--- src/rtl/arm_multicycle_control_unit.sv ---
// Multicycle ARM-subset control unit: Moore FSM sequencing fetch, decode, execute and writeback,
// with the condition flags register and predication.
module arm_multicycle_control_unit (
  input  logic        i_CLK,
  input  logic        i_RESET,
  input  logic [31:0] i_Instr,
  input  logic [3:0]  i_ALU_Flags,
  output logic        o_PC_Write,
  output logic        o_AddressSrc,
  output logic        o_MemWrite,
  output logic        o_InstructionWrite,
  output logic [1:0]  o_RegSrc,
  output logic        o_RegWrite,
  output logic [1:0]  o_ImmediateSrc,
  output logic        o_ALU_Src_A,
  output logic [1:0]  o_ALU_Src_B,
  output logic [1:0]  o_ALU_Control,
  output logic [1:0]  o_ResultSrc,
  output logic        o_Undef
);

  typedef enum logic [3:0] {
    S_FETCH    = 4'd0,
    S_DECODE   = 4'd1,
    S_MEMADR   = 4'd2,
    S_MEMREAD  = 4'd3,
    S_MEMWB    = 4'd4,
    S_MEMWRITE = 4'd5,
    S_EXECR    = 4'd6,
    S_EXECI    = 4'd7,
    S_ALUWB    = 4'd8,
    S_BRANCH   = 4'd9
  } state_t;

  typedef struct packed {
    logic       pc_write;
    logic       address_src;
    logic       mem_write;
    logic       instr_write;
    logic [1:0] reg_src;
    logic       reg_write;
    logic [1:0] imm_src;
    logic       src_a;
    logic [1:0] src_b;
    logic [1:0] alu_ctrl;
    logic [1:0] result_src;
    logic       undef;
  } ctrl_t;

  state_t     state_q;
  logic       cond_q;
  logic [3:0] flags_q;

  logic [1:0] op_s;
  logic [3:0] cmd_s;
  logic       imm_bit_s;
  logic       s_bit_s;
  logic       u_bit_s;
  logic       dp_valid_s;
  logic       mem_valid_s;
  logic       is_cmp_s;
  logic       is_logic_s;
  logic [1:0] dp_alu_s;
  logic       decode_undef_s;
  ctrl_t      ctrl_s;

  assign op_s      = i_Instr[27:26];
  assign imm_bit_s = i_Instr[25];
  assign cmd_s     = i_Instr[24:21];
  assign s_bit_s   = i_Instr[20];
  assign u_bit_s   = i_Instr[23];
  assign is_cmp_s   = (cmd_s == 4'b1010);
  assign is_logic_s = (cmd_s == 4'b0000) || (cmd_s == 4'b1100);
  // Only pre-indexed, no-writeback, word, register-base with immediate offset is supported.
  assign mem_valid_s = i_Instr[24] & ~i_Instr[21] & ~i_Instr[22] & ~imm_bit_s;

  // Standard ARM condition codes over {N,Z,C,V}; 1111 is treated as never.
  function automatic logic cond_check(input logic [3:0] cond, input logic [3:0] flags);
    logic n, z, c, v;
    n = flags[3];
    z = flags[2];
    c = flags[1];
    v = flags[0];
    case (cond)
      4'b0000: cond_check = z;
      4'b0001: cond_check = ~z;
      4'b0010: cond_check = c;
      4'b0011: cond_check = ~c;
      4'b0100: cond_check = n;
      4'b0101: cond_check = ~n;
      4'b0110: cond_check = v;
      4'b0111: cond_check = ~v;
      4'b1000: cond_check = c & ~z;
      4'b1001: cond_check = ~c | z;
      4'b1010: cond_check = (n == v);
      4'b1011: cond_check = (n != v);
      4'b1100: cond_check = ~z & (n == v);
      4'b1101: cond_check = z | (n != v);
      4'b1110: cond_check = 1'b1;
      default: cond_check = 1'b0;
    endcase
  endfunction

  // Data-processing command decode: ALU operation and legality.
  always_comb begin
    dp_alu_s   = 2'b00;
    dp_valid_s = 1'b1;
    case (cmd_s)
      4'b0100: dp_alu_s = 2'b00;
      4'b0010: dp_alu_s = 2'b01;
      4'b0000: dp_alu_s = 2'b10;
      4'b1100: dp_alu_s = 2'b11;
      4'b1010: begin
        dp_alu_s   = 2'b01;
        dp_valid_s = s_bit_s;
      end
      default: dp_valid_s = 1'b0;
    endcase
  end

  // Flags the instruction register contents as unsupported.
  always_comb begin
    case (op_s)
      2'b00:   decode_undef_s = ~dp_valid_s;
      2'b01:   decode_undef_s = ~mem_valid_s;
      2'b10:   decode_undef_s = 1'b0;
      default: decode_undef_s = 1'b1;
    endcase
  end

  // State sequencing, predicate capture and flags register.
  always_ff @(posedge i_CLK or posedge i_RESET) begin
    if (i_RESET) begin
      state_q <= S_FETCH;
      cond_q  <= 1'b0;
      flags_q <= 4'b0000;
    end else begin
      case (state_q)
        S_FETCH: state_q <= S_DECODE;
        S_DECODE: begin
          cond_q <= cond_check(i_Instr[31:28], flags_q);
          if (decode_undef_s) begin
            state_q <= S_FETCH;
          end else begin
            case (op_s)
              2'b00:   state_q <= imm_bit_s ? S_EXECI : S_EXECR;
              2'b01:   state_q <= S_MEMADR;
              default: state_q <= S_BRANCH;
            endcase
          end
        end
        S_EXECR, S_EXECI: begin
          state_q <= is_cmp_s ? S_FETCH : S_ALUWB;
          if (s_bit_s && cond_q) begin
            flags_q <= is_logic_s ? {i_ALU_Flags[3:2], flags_q[1:0]} : i_ALU_Flags;
          end else begin
            flags_q <= flags_q;
          end
        end
        S_MEMADR:  state_q <= i_Instr[20] ? S_MEMREAD : S_MEMWRITE;
        S_MEMREAD: state_q <= S_MEMWB;
        default:   state_q <= S_FETCH;
      endcase
    end
  end

  // Moore output decode. Decode-cycle outputs depend on the instruction just loaded into the
  // IR, so they cannot be precomputed a cycle early; reset forces everything low at once.
  always_comb begin
    ctrl_s = '0;
    if (i_RESET) begin
      ctrl_s = '0;
    end else begin
      case (state_q)
        S_FETCH: begin
          ctrl_s.instr_write = 1'b1;
          ctrl_s.src_a       = 1'b1;
          ctrl_s.src_b       = 2'b10;
          ctrl_s.result_src  = 2'b10;
          ctrl_s.pc_write    = 1'b1;
        end
        S_DECODE: begin
          ctrl_s.src_a      = 1'b1;
          ctrl_s.src_b      = 2'b10;
          ctrl_s.result_src = 2'b10;
          ctrl_s.reg_src    = {op_s == 2'b01, op_s == 2'b10};
          ctrl_s.undef      = decode_undef_s;
        end
        S_EXECR: begin
          ctrl_s.alu_ctrl = dp_alu_s;
        end
        S_EXECI: begin
          ctrl_s.src_b    = 2'b01;
          ctrl_s.alu_ctrl = dp_alu_s;
        end
        S_ALUWB: begin
          ctrl_s.reg_write = cond_q;
        end
        S_MEMADR: begin
          ctrl_s.src_b    = 2'b01;
          ctrl_s.imm_src  = 2'b01;
          ctrl_s.alu_ctrl = u_bit_s ? 2'b00 : 2'b01;
        end
        S_MEMREAD: begin
          ctrl_s.address_src = 1'b1;
        end
        S_MEMWB: begin
          ctrl_s.result_src = 2'b01;
          ctrl_s.reg_write  = cond_q;
        end
        S_MEMWRITE: begin
          ctrl_s.address_src = 1'b1;
          ctrl_s.reg_src     = 2'b10;
          ctrl_s.mem_write   = cond_q;
        end
        S_BRANCH: begin
          ctrl_s.src_b      = 2'b01;
          ctrl_s.imm_src    = 2'b10;
          ctrl_s.result_src = 2'b10;
          ctrl_s.pc_write   = cond_q;
        end
        default: ctrl_s = '0;
      endcase
    end
  end

  assign o_PC_Write         = ctrl_s.pc_write;
  assign o_AddressSrc       = ctrl_s.address_src;
  assign o_MemWrite         = ctrl_s.mem_write;
  assign o_InstructionWrite = ctrl_s.instr_write;
  assign o_RegSrc           = ctrl_s.reg_src;
  assign o_RegWrite         = ctrl_s.reg_write;
  assign o_ImmediateSrc     = ctrl_s.imm_src;
  assign o_ALU_Src_A        = ctrl_s.src_a;
  assign o_ALU_Src_B        = ctrl_s.src_b;
  assign o_ALU_Control      = ctrl_s.alu_ctrl;
  assign o_ResultSrc        = ctrl_s.result_src;
  assign o_Undef            = ctrl_s.undef;

endmodule
--- config.mk ---
export PLATFORM = sky130hd
export DESIGN_NAME = arm_multicycle_control_unit
export DESIGN_NICKNAME = d
export VERILOG_FILES = /design/src/rtl/arm_multicycle_control_unit.sv
export SDC_FILE = /design/constraint.sdc
export NUM_CORES = 1
export LEC_CHECK = 0
export CAP_MARGIN = 15
export CORE_MARGIN = 1
export CORE_UTILIZATION = 40
export DETAILED_ROUTE_END_ITERATION = 8
export PLACE_DENSITY = 0.83
export SETUP_SLACK_MARGIN = 0.05
export SYNTH_ARGS = -nofsm -noshare
export SYNTH_HDL_FRONTEND = slang
export SYNTH_SLANG_ARGS = --single-unit
export TNS_END_PERCENT = 50
--- constraint.sdc ---
create_clock -name i_CLK -period 2.3 [get_ports i_CLK]
set_input_delay 0.23 -clock i_CLK [delete_from_list [all_inputs] [get_ports i_CLK]]
set_output_delay 0.23 -clock i_CLK [all_outputs]
set_load 0.05 [all_outputs]
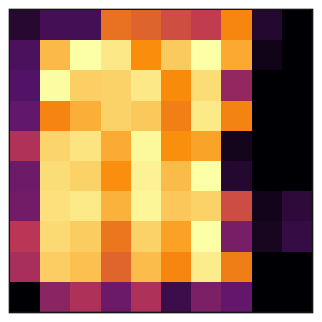
(cell area per tile)
Scale: 6 px per um. The die is cut into 10 by 10 equal tiles; black is low, pale yellow is high, 0 to 100% covered.
The mean over all tiles is 55%. The fullest tile reaches 100%. The emptiest ninth of the die: east.

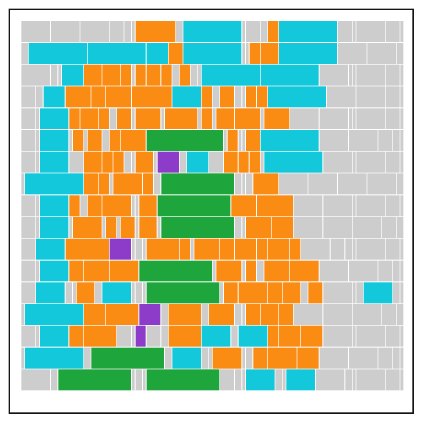
(placed cells, one colour a class)
Scale: 8 px per um. Fill, decap, tap and diode cells in grey.
Key: green = registers [cells 9, share of their area 16%]; purple = clock drivers and dummy loads [cells 4, share of their area 1.9%]; orange = remaining logic cells [cells 99, share of their area 47%]; cyan = remaining buffers and delay cells [cells 35, share of their area 35%]

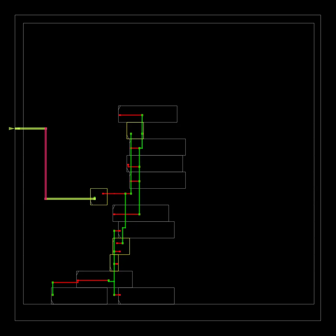
(clock routing)
CTS sink count: 9
Power Clock: 0.000114 W
Skew-Pair Late Insertion Delay: 0.25 ns
CTS Buf Count: 3

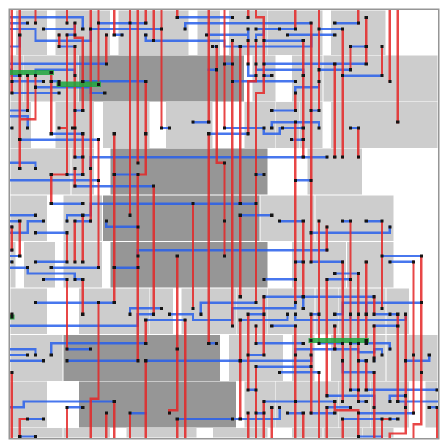
(layout detail)
Region (13, 13) to (38, 38) um. Cells in grey, sequential cells in the stronger grey; small squares are vias.
Key: blue = M1; red = M2; green = M3
56 logic cells have their middle in the window. Sequential cells in the window: 6. Netlist names of flops here include state_q (4). Most frequent: nand2_1 (7), dfrtp_1 (5), o21ai_0 (3).

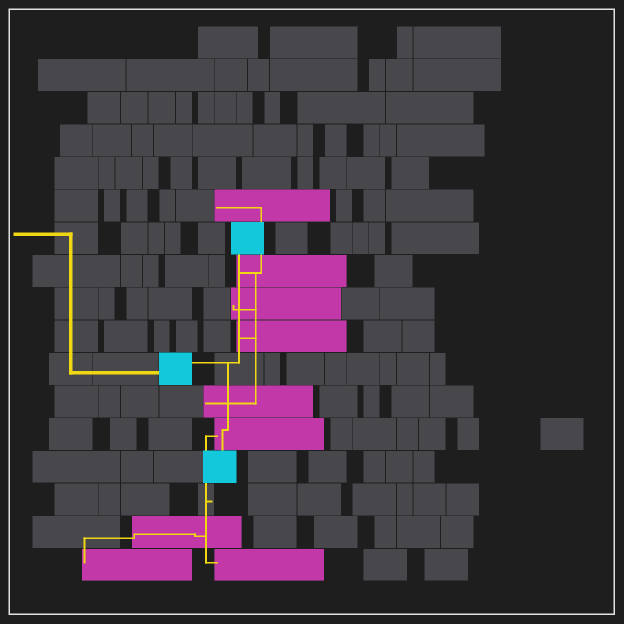
(routed clock nets over the placement)
Scale: 12 px per um.
Key: cyan = clock-net drivers [count 3]; magenta = flip-flops [count 9]; yellow = clock wires [length 104 um]
There are 4 routed clock nets.

==> run summary <==
run results: status=completed, YS chip area=933 um2, worst path required time=2.07 ns, cell chosen for the clock root=clkbuf_4, drt initial violations=18, Tot Pwr=0.00124 W, CORE AREA=2210 um2, Logic pwr share=65.2%, max_cap viols=0, Die Y=50.3 um, Mapped Area=933 um2, clock share of power=9.2%, first-pass GRT wire length=4000 um, final instance area=1430 um2, reg2reg setup slack=0.74 ns, vias=994, fin crit period=2.13 ns, Post-Syn Instances=117, total gr overflow=0, floorplan utilization=42.2%, CTS tree=done, CTS Buffer Depth=2, Top cells excl fill/tap=17 x clkdlybuf4s50_1, 14 x buf_12, 12 x nand2_1, Commonest flop=dfrtp_1, Top cell excl fill/tap=clkdlybuf4s50_1, WL final=2370 um, WL per Instance=13.5 um, largest net degree at the start of global routing=13, unrepaired setup endpoints after global routing=no, number of I/O pins=55, Post-synth EDFFs=0, mux share=5.90%, arrival time worst endpoint=1.90 ns, YS warnings=0, Slew HR=64.9%, Die ar.=2530 um2, count of unique library cells instantiated by Yosys=44, dominant kind of combinational cell=simple AND/OR/NAND/NOR gates, crit end category=output port, drt pass-1 iters=4, initial antenna violation count=0, Synth flops=9, Syn Nets=155, pwr/cell area=867 nW/um2, area delta synth->final=52.8%, fmax=470 MHz, post-synthesis sequential area ratio=24.1%, gpl congestion=0.870, Power Internal=0.000658 W, row cnt=17, residual DRC count=0, comb pwr=0.000806 W, vias per inst=5.68, Switching Share=46.8%, Leakage Power=0.582 nW, final worst-path cycle share=92.4%, Reg-to-Reg End=flags_q[1], area post-placement=1400 um2, Async SR Flop Fraction=100%, yosys stat cell total=117, Setup violations, final=0, Min-Delay Path Class=input pin to async pin, Layout Nets=186, Routed Antenna Nets=0, Filler cells=179, Worst-Margin Slew=0.521 ns, register share of total power=25.6%, GRT Total Usage=20.4%, share of layout cells above drive strength 1=24.5%, Basic Gates by Area=36.7%, H-tree depth=1, Max Transition Viols Final=0, AO/OA Area Share=17.7%, Tool Warnings=47, maximum VDD drop=0.592 mV, final-report hold violation count=0, Seq power=0.000317 W, Top pwr grp=combinational cells, syn avg cell area=7.98 um2, DP Wirelength=1920 um, maximum fanout along the worst path=7, Synth Area in Adders=0%, Worst Setup Start Kind=input pin, Port Buffer Count=34, Antenna diodes=0, Crit Path Category=input pin to output port, Setup Skew=0.000716 ns, clock-pin slew on the worst setup and hold paths=0.06 ns, DIE WIDTH=50.3 um, XORs/XNORs by Area=6.57%, Reg2Reg Launch Point=state_q[3], vias in the first global route=1000, Net Sw Power=0.000579 W, FF-to-FF path depth=5
[layout make-up]
cell class | count | area, um2 | share of cell area [%]
well taps | 28 | 35.0 | 2.46
clock buffers | 4 | 26.3 | 1.84
inverters | 6 | 22.5 | 1.58
multi-input cells | 93 | 636 | 44.6
repair buffers | 35 | 480 | 33.7
flip-flops and latches | 9 | 226 | 15.9
[how the worst max path moves through the flow]
stage | start | to | slack (ns) | cells past startpoint
final | i_Instr[22] | o_Undef | 0.17 | 7
after global routing | i_Instr[22] | o_Undef | 0.05 | 7
after CTS | i_Instr[22] | o_Undef | 0.09 | 7
after detailed placement | i_Instr[22] | o_Undef | 0.1 | 7
after global placement | i_Instr[22] | o_Undef | 0.20 | 7
after floorplan | state_q[1] | o_Undef | -0.39 | 3
[routing by layer]
layer | up-vias | global-route usage [%] | part of all wire, %
li1 | 483 | - | -
met2 | 28 | 39.8 | 56
met5 | - | 0 | 0
met4 | 0 | 9.72 | 1.3
met1 | 479 | 20.7 | 39
met3 | 4 | 3.03 | 4.1
[Yosys cell counts, types with 2 or more instances]
library cell | n | area share (%)
a21oi_1 | 6 | 3.2
buf_4 | 2 | 1.6
xor2_1 | 3 | 2.8
nor3_1 | 3 | 1.6
nand2b_1 | 3 | 2.0
xnor2_1 | 4 | 3.8
nand2_1 | 12 | 4.8
buf_6 | 2 | 2.4
nor3b_1 | 3 | 2.4
o32ai_1 | 2 | 1.9
and4_1 | 2 | 1.9
nor4bb_1 | 3 | 3.2
inv_1 | 6 | 2.4
nor2_1 | 10 | 4.0
o21ai_1 | 2 | 1.1
nor4_1 | 3 | 2.0
buf_2 | 4 | 2.1
a31oi_1 | 3 | 2.0
dfrtp_1 | 9 | 24
nand3_1 | 5 | 2.7
mux2_1 | 2 | 2.4
mux2_2 | 2 | 2.4
o21ai_0 | 5 | 2.7
[critical path: stages]
cell             delay [ns]
clkdlybuf4s50_1        0.53
a21bo_2                0.25
o21ai_1                0.21
a21oi_1                0.13
nor4_1                 0.25
buf_4                  0.17
buf_12                 0.13
[what timing repair did]
item                                    4_1_cts  5_1_grt
setup buffers                                 0        0
hold endpoints to repair                      0        0
endpoints found under the setup margin        0        1
hold buffers                                  0        0
gates resized                                 0        2
[state kept, by name, indices dropped and copies added, names as in the netlist]
name / count
flags_q: 4
state_q: 4
cond_q: 1
[cell families (layout without fill, tap and decap cells)]
group / after synthesis / in the layout
and+or+nand+nor: 56 / 56
AOI/OAI and AO/OA: 25 / 25
buffers and inverters: 15 / 45
DFF: 9 / 9
xor gates and xnor gates: 7 / 7
muxes: 5 / 5
[per-stage QoR]
stage / TNS (ns) / utilization, % / hold WS [ns] / instances / worst slack [ns]
2_1_floorplan: -0.585 / - / 0.265 / 117 / -0.389
3_5_place_dp: 0 / 63.2 / 0.559 / 171 / 0.0967
3_3_place_gp: 0 / 63.2 / 0.548 / 171 / 0.198
6_report: 0 / 64.5 / 0.549 / 175 / 0.174
4_1_cts: 0 / 64.4 / 0.540 / 175 / 0.0865
5_1_grt: 0 / 64.5 / 0.578 / 175 / 0.0545
Power figures rest on the tool's default switching activity, not on a simulated workload.
